Fig. 1: run 1, floorplan with the power grid
The bar under the picture is 20 um long. Pins as bars on the die edge. Tap cells in gray.
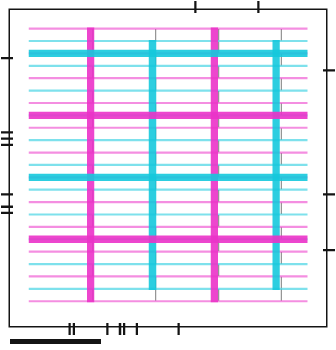
Fig. 2: run 1, placement by cell class
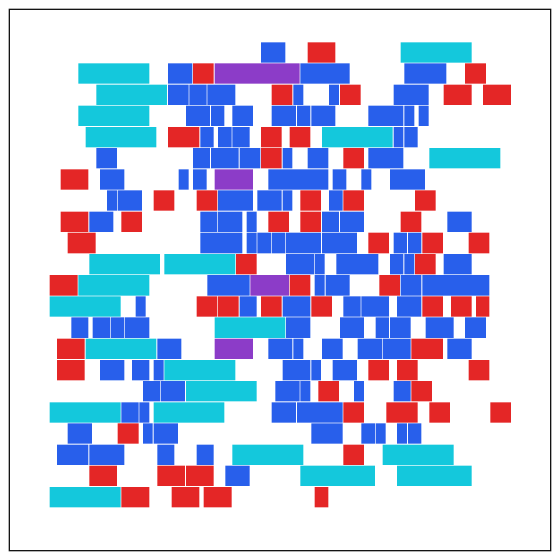
Fig. 3: run 1, routed clock nets over the placement
The bar under the picture is 20 um long.
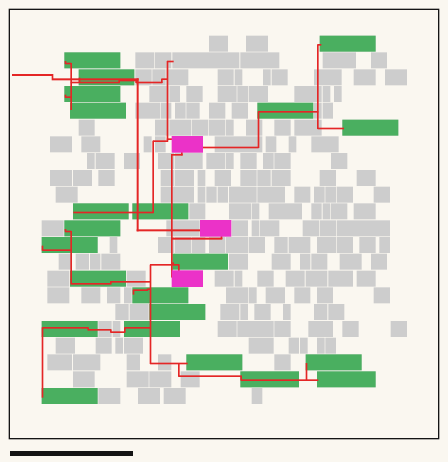
File: config.mk
export PLATFORM = sky130hd
export DESIGN_NAME = hazard_pattern_decoder_flat
export DESIGN_NICKNAME = d
export VERILOG_FILES = /design/src/rtl/hazard_pattern_decoder_if.sv /design/src/rtl/hazard_pattern_decoder.sv /design/src/flat_wrapper.sv
export SDC_FILE = /design/constraint.sdc
export NUM_CORES = 1
export LEC_CHECK = 0
export CORE_MARGIN = 4
export CORE_UTILIZATION = 40
export DETAILED_ROUTE_END_ITERATION = 8
export MAX_ROUTING_LAYER = met4
export PLACE_DENSITY_LB_ADDON = 0.08
export SYNTH_ARGS = -nofsm -noshare
export SYNTH_HDL_FRONTEND = slang
export SYNTH_SLANG_ARGS = --single-unit
File: constraint.sdc
create_clock -name clk -period 2.5 [get_ports clk]
set_input_delay 0.625 -clock clk [delete_from_list [all_inputs] [get_ports clk]]
set_output_delay 0.625 -clock clk [all_outputs]
set_load 0.02 [all_outputs]
File: src/rtl/hazard_pattern_decoder_if.sv
// Lamp-bus observation interface for the hazard pattern decoder.
// The master drives lamp samples; the slave reports mode and error status.
interface hazard_pattern_decoder_if #(
    parameter int ERR_W = 8
);
    logic             sample_valid;
    logic [2:0]       lamps;
    logic [1:0]       mode;
    logic             mode_valid;
    logic             mode_change;
    logic             err_pulse;
    logic [ERR_W-1:0] err_count;

    modport master (
        output sample_valid, lamps,
        input  mode, mode_valid, mode_change, err_pulse, err_count
    );

    modport slave (
        input  sample_valid, lamps,
        output mode, mode_valid, mode_change, err_pulse, err_count
    );
endinterface

File: src/rtl/hazard_pattern_decoder.sv
// Recovers the hazard-light wind mode from the lamp pattern stream,
// locking after LOCK_COUNT consistent transitions and counting illegal patterns.
module hazard_pattern_decoder #(
    parameter int LOCK_COUNT = 3,
    parameter int ERR_W      = 8
) (
    input  logic                     clk,
    input  logic                     reset,
    hazard_pattern_decoder_if.slave  bus
);
    localparam int CW = $clog2(LOCK_COUNT + 1);
    localparam logic [CW-1:0] LOCK_N = CW'(LOCK_COUNT);

    typedef enum logic [1:0] {
        EMPTY  = 2'd0,
        TRACK  = 2'd1,
        LOCKED = 2'd2
    } state_e;

    typedef enum logic [2:0] {
        T_NONE  = 3'd0,
        T_CALM  = 3'd1,
        T_R2L   = 3'd2,
        T_L2R   = 3'd3,
        T_HOLD  = 3'd4,
        T_OTHER = 3'd5
    } tcls_e;

    state_e           state_q, state_d;
    logic [2:0]       prev_q, prev_d;
    logic [1:0]       cls_q, cls_d;
    logic [CW-1:0]    cnt_q, cnt_d;
    logic [1:0]       mode_q, mode_d;
    logic             valid_q, valid_d;
    logic             chg_q, chg_d;
    logic             err_q, err_d;
    logic [ERR_W-1:0] err_cnt_q, err_cnt_d;

    logic             legal;
    tcls_e            tcls;
    logic [CW-1:0]    cnt_nx;

    always_comb begin
        legal = 1'b0;
        unique case (bus.lamps)
            3'b100, 3'b010, 3'b001, 3'b101: legal = 1'b1;
            default:                        legal = 1'b0;
        endcase
    end

    // Transition class from the stored pattern to the incoming one.
    always_comb begin
        tcls = T_OTHER;
        if (bus.lamps == prev_q) begin
            tcls = T_HOLD;
        end else begin
            case ({prev_q, bus.lamps})
                6'b101_010, 6'b010_101: tcls = T_CALM;
                6'b001_010, 6'b010_100,
                6'b100_001:             tcls = T_R2L;
                6'b100_010, 6'b010_001,
                6'b001_100:             tcls = T_L2R;
                default:                tcls = T_OTHER;
            endcase
        end
    end

    always_comb begin
        state_d   = state_q;
        prev_d    = prev_q;
        cls_d     = cls_q;
        cnt_d     = cnt_q;
        mode_d    = mode_q;
        valid_d   = valid_q;
        chg_d     = 1'b0;
        err_d     = 1'b0;
        err_cnt_d = err_cnt_q;
        cnt_nx    = cnt_q + 1'b1;

        if (bus.sample_valid) begin
            if (!legal) begin
                err_d   = 1'b1;
                if (err_cnt_q != '1) err_cnt_d = err_cnt_q + 1'b1;
                mode_d  = 2'b00;
                valid_d = 1'b0;
                state_d = EMPTY;
                prev_d  = 3'b000;
                cls_d   = 2'b00;
                cnt_d   = '0;
            end else begin
                unique case (state_q)
                    EMPTY: begin
                        prev_d  = bus.lamps;
                        state_d = TRACK;
                        cls_d   = 2'b00;
                        cnt_d   = '0;
                    end
                    TRACK: begin
                        if (tcls != T_HOLD) begin
                            prev_d = bus.lamps;
                            if (tcls == T_OTHER) begin
                                cnt_d = '0;
                            end else begin
                                if (tcls[1:0] == cls_q) begin
                                    cnt_d = cnt_nx;
                                end else begin
                                    cls_d = tcls[1:0];
                                    cnt_d = CW'(1);
                                end
                                if (cnt_d == LOCK_N) begin
                                    state_d = LOCKED;
                                    mode_d  = tcls[1:0];
                                    valid_d = 1'b1;
                                    chg_d   = 1'b1;
                                end
                            end
                        end
                    end
                    LOCKED: begin
                        if (tcls != T_HOLD) begin
                            prev_d = bus.lamps;
                            if (tcls[1:0] != cls_q || tcls == T_OTHER) begin
                                // Lock is lost in the same cycle as the
                                // breaking transition.
                                mode_d  = 2'b00;
                                valid_d = 1'b0;
                                state_d = TRACK;
                                if (tcls == T_OTHER) begin
                                    cnt_d = '0;
                                end else begin
                                    cls_d = tcls[1:0];
                                    cnt_d = CW'(1);
                                end
                            end
                        end
                    end
                    default: state_d = EMPTY;
                endcase
            end
        end
    end

    always_ff @(posedge clk or negedge reset) begin
        if (!reset) begin
            state_q   <= EMPTY;
            prev_q    <= 3'b000;
            cls_q     <= 2'b00;
            cnt_q     <= '0;
            mode_q    <= 2'b00;
            valid_q   <= 1'b0;
            chg_q     <= 1'b0;
            err_q     <= 1'b0;
            err_cnt_q <= '0;
        end else begin
            state_q   <= state_d;
            prev_q    <= prev_d;
            cls_q     <= cls_d;
            cnt_q     <= cnt_d;
            mode_q    <= mode_d;
            valid_q   <= valid_d;
            chg_q     <= chg_d;
            err_q     <= err_d;
            err_cnt_q <= err_cnt_d;
        end
    end

    assign bus.mode        = mode_q;
    assign bus.mode_valid  = valid_q;
    assign bus.mode_change = chg_q;
    assign bus.err_pulse   = err_q;
    assign bus.err_count   = err_cnt_q;
endmodule

File: src/flat_wrapper.sv
// flat-port wrapper written by rule: the top's interface ports become plain ports
module hazard_pattern_decoder_flat 
#(
    parameter int LOCK_COUNT = 3,
    parameter int ERR_W      = 8
)
  (clk, reset, bus_sample_valid, bus_lamps, bus_mode, bus_mode_valid, bus_mode_change, bus_err_pulse, bus_err_count);
  hazard_pattern_decoder_if #(.ERR_W(ERR_W)) bus_i ();
  input  logic clk;
  input  logic reset;
  input wire logic [$bits(bus_i.sample_valid)-1:0] bus_sample_valid;
  input wire logic [$bits(bus_i.lamps)-1:0] bus_lamps;
  output wire logic [$bits(bus_i.mode)-1:0] bus_mode;
  output wire logic [$bits(bus_i.mode_valid)-1:0] bus_mode_valid;
  output wire logic [$bits(bus_i.mode_change)-1:0] bus_mode_change;
  output wire logic [$bits(bus_i.err_pulse)-1:0] bus_err_pulse;
  output wire logic [$bits(bus_i.err_count)-1:0] bus_err_count;
  assign bus_i.sample_valid = bus_sample_valid;
  assign bus_i.lamps = bus_lamps;
  assign bus_mode = bus_i.mode;
  assign bus_mode_valid = bus_i.mode_valid;
  assign bus_mode_change = bus_i.mode_change;
  assign bus_err_pulse = bus_i.err_pulse;
  assign bus_err_count = bus_i.err_count;
  hazard_pattern_decoder #(.LOCK_COUNT(LOCK_COUNT), .ERR_W(ERR_W)) u_core (.clk(clk), .reset(reset), .bus(bus_i));
endmodule
==> qor.yml, run 1 <==
outcome:
  outcome: "finished clean"
floorplanning:
  die_height_um: 69.4
  chip_area_sq_um: 4810
  design.portCount: 19
  floorplanUtilization: 0.411
timing:
  holdWs_ns: 0.499
  grt_setup_unrepaired: "yes"
  max_clock_freq_ghz: 0.406
  setup_viol_count_final: 0
  finalClockSkew_ns: 0.00362
  fin_setup_tns_ns: 0
  slew_headroom: 0.698
  hold_viol: 0
  maxSlewViolCount: 0
  min_period_over_period: 0.984
drt:
  met3_wirelength_um: 86
  drc: 0
  drt-initial-drc-count: 72
  wl_met1_mm: 1.86
  met2_wirelength_mm: 1.72
  drtAntennaViolNets: 0
  routed_via_density: 5.29
  wl_per_cell_um: 14.6
cells_and_area:
  layout.cells.most_common_list: "buf_4, dfrtp_1, clkdlybuf4s50_1"
  clkCellAreaFrac: 0.0336
  dominant-cell-class: "multi-input combinational cells"
  final_net_count: 220
  logic_gate_fraction_of_the_total_cell_area: 0.436
  num-nonclk-inverters: 5
  num-clock-buffers: 3
  nonClockBufferCount: 60
  layout.filler_cells: 329
  final-comb-area_sq_um: 927
  drive_gt1_frac: 0.370
power:
  power.net_switching_mw: 0.626
  power.clock.total_mw: 0.341
  dominant_power_group: "combinational cells"
  power_density_nw_per_um2: 819
  pwr-share-seq: 0.310
  p_leak_nw: 0.938
  max-vdd-ir-drop_mv: 0.621
  power_sequential_mw: 0.539
  fin_total_pwr_mw: 1.74
  comb_power_mw: 0.860
logic_synthesis:
  netlist.top_cell.by_instances: "dfrtp_1"
  flop_cell: "dfrtp_1"
  netlist_area_sq_um: 1510
  enable_flop_cells: 0
  yosys_warnings: 0
  ys_sh_xor: 0.0756
  synth.yosys.num_cells: 151
  compound_area_frac: 0.164
  part_of_the_yosys_area_used_for_sequential_elements: 0.365
  synthTopCellsByArea: "dfrtp_1, ha_1, xnor2_1"
  postSynth.asyncResetShare: 1.00
  most_used_standard_cells_in_the_synthesized_netlist: "dfrtp_1, nand2_1, nor2_1, xnor2_1"
  post_synth_inst_count: 151
  synthesized_netlist_net_count: 162
  synth_top_area_share: 0.365
global_route:
  globalRouteOverflowTotal: 0
  groute.layer.met3.usage: 0.0290
  grt_max_degree: 23
  grt_antenna_before_repair: 0
  grt_pass1_vias: 1328
  globalRouteMet1Util: 0.231
  global_route.usage.met2: 0.247
place:
  io_buffer_count: 18
  gp_congestion: 0.897
critical_path:
  worst_r2r_path_depth: 9
  crit_top_cell: "buf_4"
  worst_path_max_delay_cell: "or3b_1"
  worst_setup_path_endpoint: "u_core.state_q[0]$_DFFE_PN0P_"
  startpoint: "bus_lamps[2]"
  series_of_cell_instances_along_the_critical_path: "buf_4 > or3b_1 > o32a_1 > a311o_1 > a211oi_2 > buf_4 > a31o_4 > nand3_2 > mux2_4"
  critical_path_peak_fanout: 5
  cpPeakStageDelay_ns: 0.37
  critical_path.n_buffers_inverters: 2
  setup.worst_path.class: "primary input to flip-flop"
  ff2ff_setup_slack_ns: 0.04
  worst_r2r_endpoint: "u_core.state_q[0]$_DFFE_PN0P_"
  setup.worst_path.start_class: "primary input"
  worstSetupEndpointType: "flip-flop"
  worst-path-stages: 9
cts:
  cts_setup_buffers: 4
  ctsHoldBuffers: 0
  path_clk_slew_ns: 0.09
  clk_latency_ns: 0.27
  cts_tree: "yes"
  cts_buffers: 3
  cts-root-to-sink-buffers: 2
run:
  openroad.warnings: 31
  cap_viol_max_count: 0
worst_hold_path:
  hold_start: "u_core.bus.err_count[4]$_DFFE_PN0P_"
About Fig. 1:
| color | net |
|---|---|
| cyan | VDD |
| magenta | VSS |
met1 rails: 23
tap cells: 48
rows: 22

About Fig. 2:
| color | class | cells | share of their area |
|---|---|---|---|
| blue | remaining logic cells | 122 | 46% |
| cyan | sequential cells | 22 | 27% |
| red | remaining buffers and delay cells | 60 | 24% |
| purple | clock drivers and dummy loads | 4 | 3.5% |
Seq/total area: 0.260
placement row count: 22
post-route design area: 2120 sq um
Layout Utilization: 0.580
core box area: 3660 sq um

About Fig. 3:
[magenta] clock-net drivers | count: 3
[green] flip-flops | count: 22
[red] clock wires | length: 330 um
flops lie: widely spread
routed clock nets: 4

Fig. 4: run 1, signal wires by layer
The bar under the picture is 20 um long. Two of the layers only.
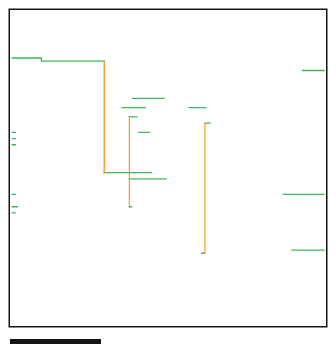

==> run 1 -> run 2 <==
--- a/config.mk
+++ b/config.mk
@@ -6,4 +6,5 @@
 export NUM_CORES = 1
 export LEC_CHECK = 0
+export CAP_MARGIN = 10
 export CORE_MARGIN = 4
 export CORE_UTILIZATION = 40
==> constraint.sdc (replaced) <==
create_clock -name clk -period 3.14 [get_ports clk]
set_input_delay 0.942 -clock clk [delete_from_list [all_inputs] [get_ports clk]]
set_output_delay 0.942 -clock clk [all_outputs]
set_load 0.02 [all_outputs]
Fig. 5: run 2, signal wires by layer
The bar under the picture is 20 um long. Two of the layers only.
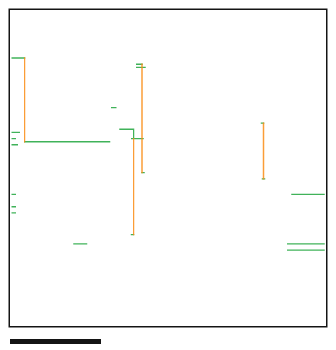
| color | layer | wire length |
|---|---|---|
| orange | M4 | 75.5 um |
| green | M3 | 64.7 um |

==> qor.yml, run 2 <==
run:
  cap_viol_max_count: 0  # unchanged
  openroad.warnings: 29  # -6.5%
cts:
  cts_setup_buffers: 3  # -1
  ctsHoldBuffers: 0  # unchanged
  cts_buffers: 3  # unchanged
  clk_latency_ns: 0.27  # about the same
  cts_tree: "yes"
  path_clk_slew_ns: 0.08  # about the same
cells_and_area:
  clkCellAreaFrac: 0.0350  # +0.00142
  final_net_count: 211  # -4.1%
  drive_gt1_frac: 0.302  # -0.0687
  design_area_sq_um: 2040  # -4.1%
  seq-cell-share: 0.270  # +0.00980
  stdcell_count: 247
  logic_gate_fraction_of_the_total_cell_area: 0.443  # +0.00621
  dominant-cell-class: "multi-input combinational cells"
  layout.cells.most_common_list: "buf_4, dfrtp_1, clkdlybuf4s50_1"
  finalCoreUtilization: 0.557  # -0.0236
  layout.filler_cells: 346  # +5.2%
  nonClockBufferCount: 51  # -15%
  num-clock-buffers: 3  # unchanged
timing:
  grt_setup_unrepaired: "no"
  holdWs_ns: 0.488  # -0.0114 ns
  min_period_over_period: 0.944
  slew_headroom: 0.723  # +0.0243
  maxSlewViolCount: 0  # unchanged
  hold_viol: 0  # unchanged
  setup_viol_count_final: 0  # unchanged
  max_clock_freq_ghz: 0.337
  fin_setup_tns_ns: 0  # unchanged
  finalClockSkew_ns: 0.00274  # -0.000881 ns
logic_synthesis:
  most_used_standard_cells_in_the_synthesized_netlist: "dfrtp_1, nand2_1, nor2_1, xnor2_1"
  netlist.top_cell.by_instances: "dfrtp_1"
  post_synth_inst_count: 151  # unchanged
  yosys_warnings: 0  # unchanged
  postSynth.asyncResetShare: 1.00  # unchanged
  flop_cell: "dfrtp_1"
  part_of_the_yosys_area_used_for_sequential_elements: 0.365  # unchanged
  synth.yosys.num_cells: 151  # unchanged
  synthesized_netlist_net_count: 162  # unchanged
  compound_area_frac: 0.164  # unchanged
  ys_sh_xor: 0.0756  # unchanged
critical_path:
  worst_path_max_delay_cell: "dlygate4sd2_1"
  series_of_cell_instances_along_the_critical_path: "dlygate4sd2_1 > buf_4 > xnor2_1 > o32a_1 > buf_4 > o2111ai_4 > a211oi_2 > buf_4 > a31o_2 > buf_4 > and2_2 > a22o_1"
  worst-path-stages: 12  # +3
  worst_setup_path_endpoint: "u_core.bus.mode[0]$_DFFE_PN0P_"
  worst_r2r_endpoint: "u_core.bus.mode[0]$_DFFE_PN0P_"
  crit_top_cell: "buf_4"
  worstSetupEndpointType: "flip-flop"
  setup.worst_path.start_class: "primary input"
  ff2ff_setup_slack_ns: 0.54  # +0.50 ns
  worst_r2r_path_depth: 10  # +1
  setup.worst_path.class: "primary input to flip-flop"
  critical_path_peak_fanout: 7  # +2
  cpPeakStageDelay_ns: 0.33  # -0.04 ns
global_route:
  grt_antenna_before_repair: 0  # unchanged
  globalRouteOverflowTotal: 0  # unchanged
  groute.layer.met3.usage: 0.0232  # -0.00580
  global_route.usage.met2: 0.240  # -0.00636
  grt_max_degree: 23  # unchanged
  grt_pass1_vias: 1325  # -0.23%
floorplanning:
  nWellTaps: 48
  chip_area_sq_um: 4810  # unchanged
  placement_rows: 22  # unchanged
  die_height_um: 69.4  # unchanged
  floorplanUtilization: 0.411  # unchanged
power:
  dominant_power_group: "combinational cells"
  p_leak_nw: 0.900  # -4.0%
  pwr-share-seq: 0.333  # +0.023
  power.clock.total_mw: 0.267  # -22%
  power.net_switching_mw: 0.481  # -23%
  fin_total_pwr_mw: 1.33  # -24%
drt:
  drtAntennaViolNets: 0  # unchanged
  drt-initial-drc-count: 79  # +9.7%
  routed_via_density: 5.45  # +3.1%
  wl_met1_mm: 1.81  # -2.2%
  met2_wirelength_mm: 1.75  # +1.8%
  met3_wirelength_um: 64  # -26%
place:
  gp_congestion: 0.905  # +0.89%
  io_buffer_count: 18  # unchanged
outcome:
  outcome: "finished clean"
worst_hold_path:
  hold_start: "u_core.bus.mode_valid$_DFFE_PN0P_"
No activity file was given, so power comes from the tool's default toggle rates.
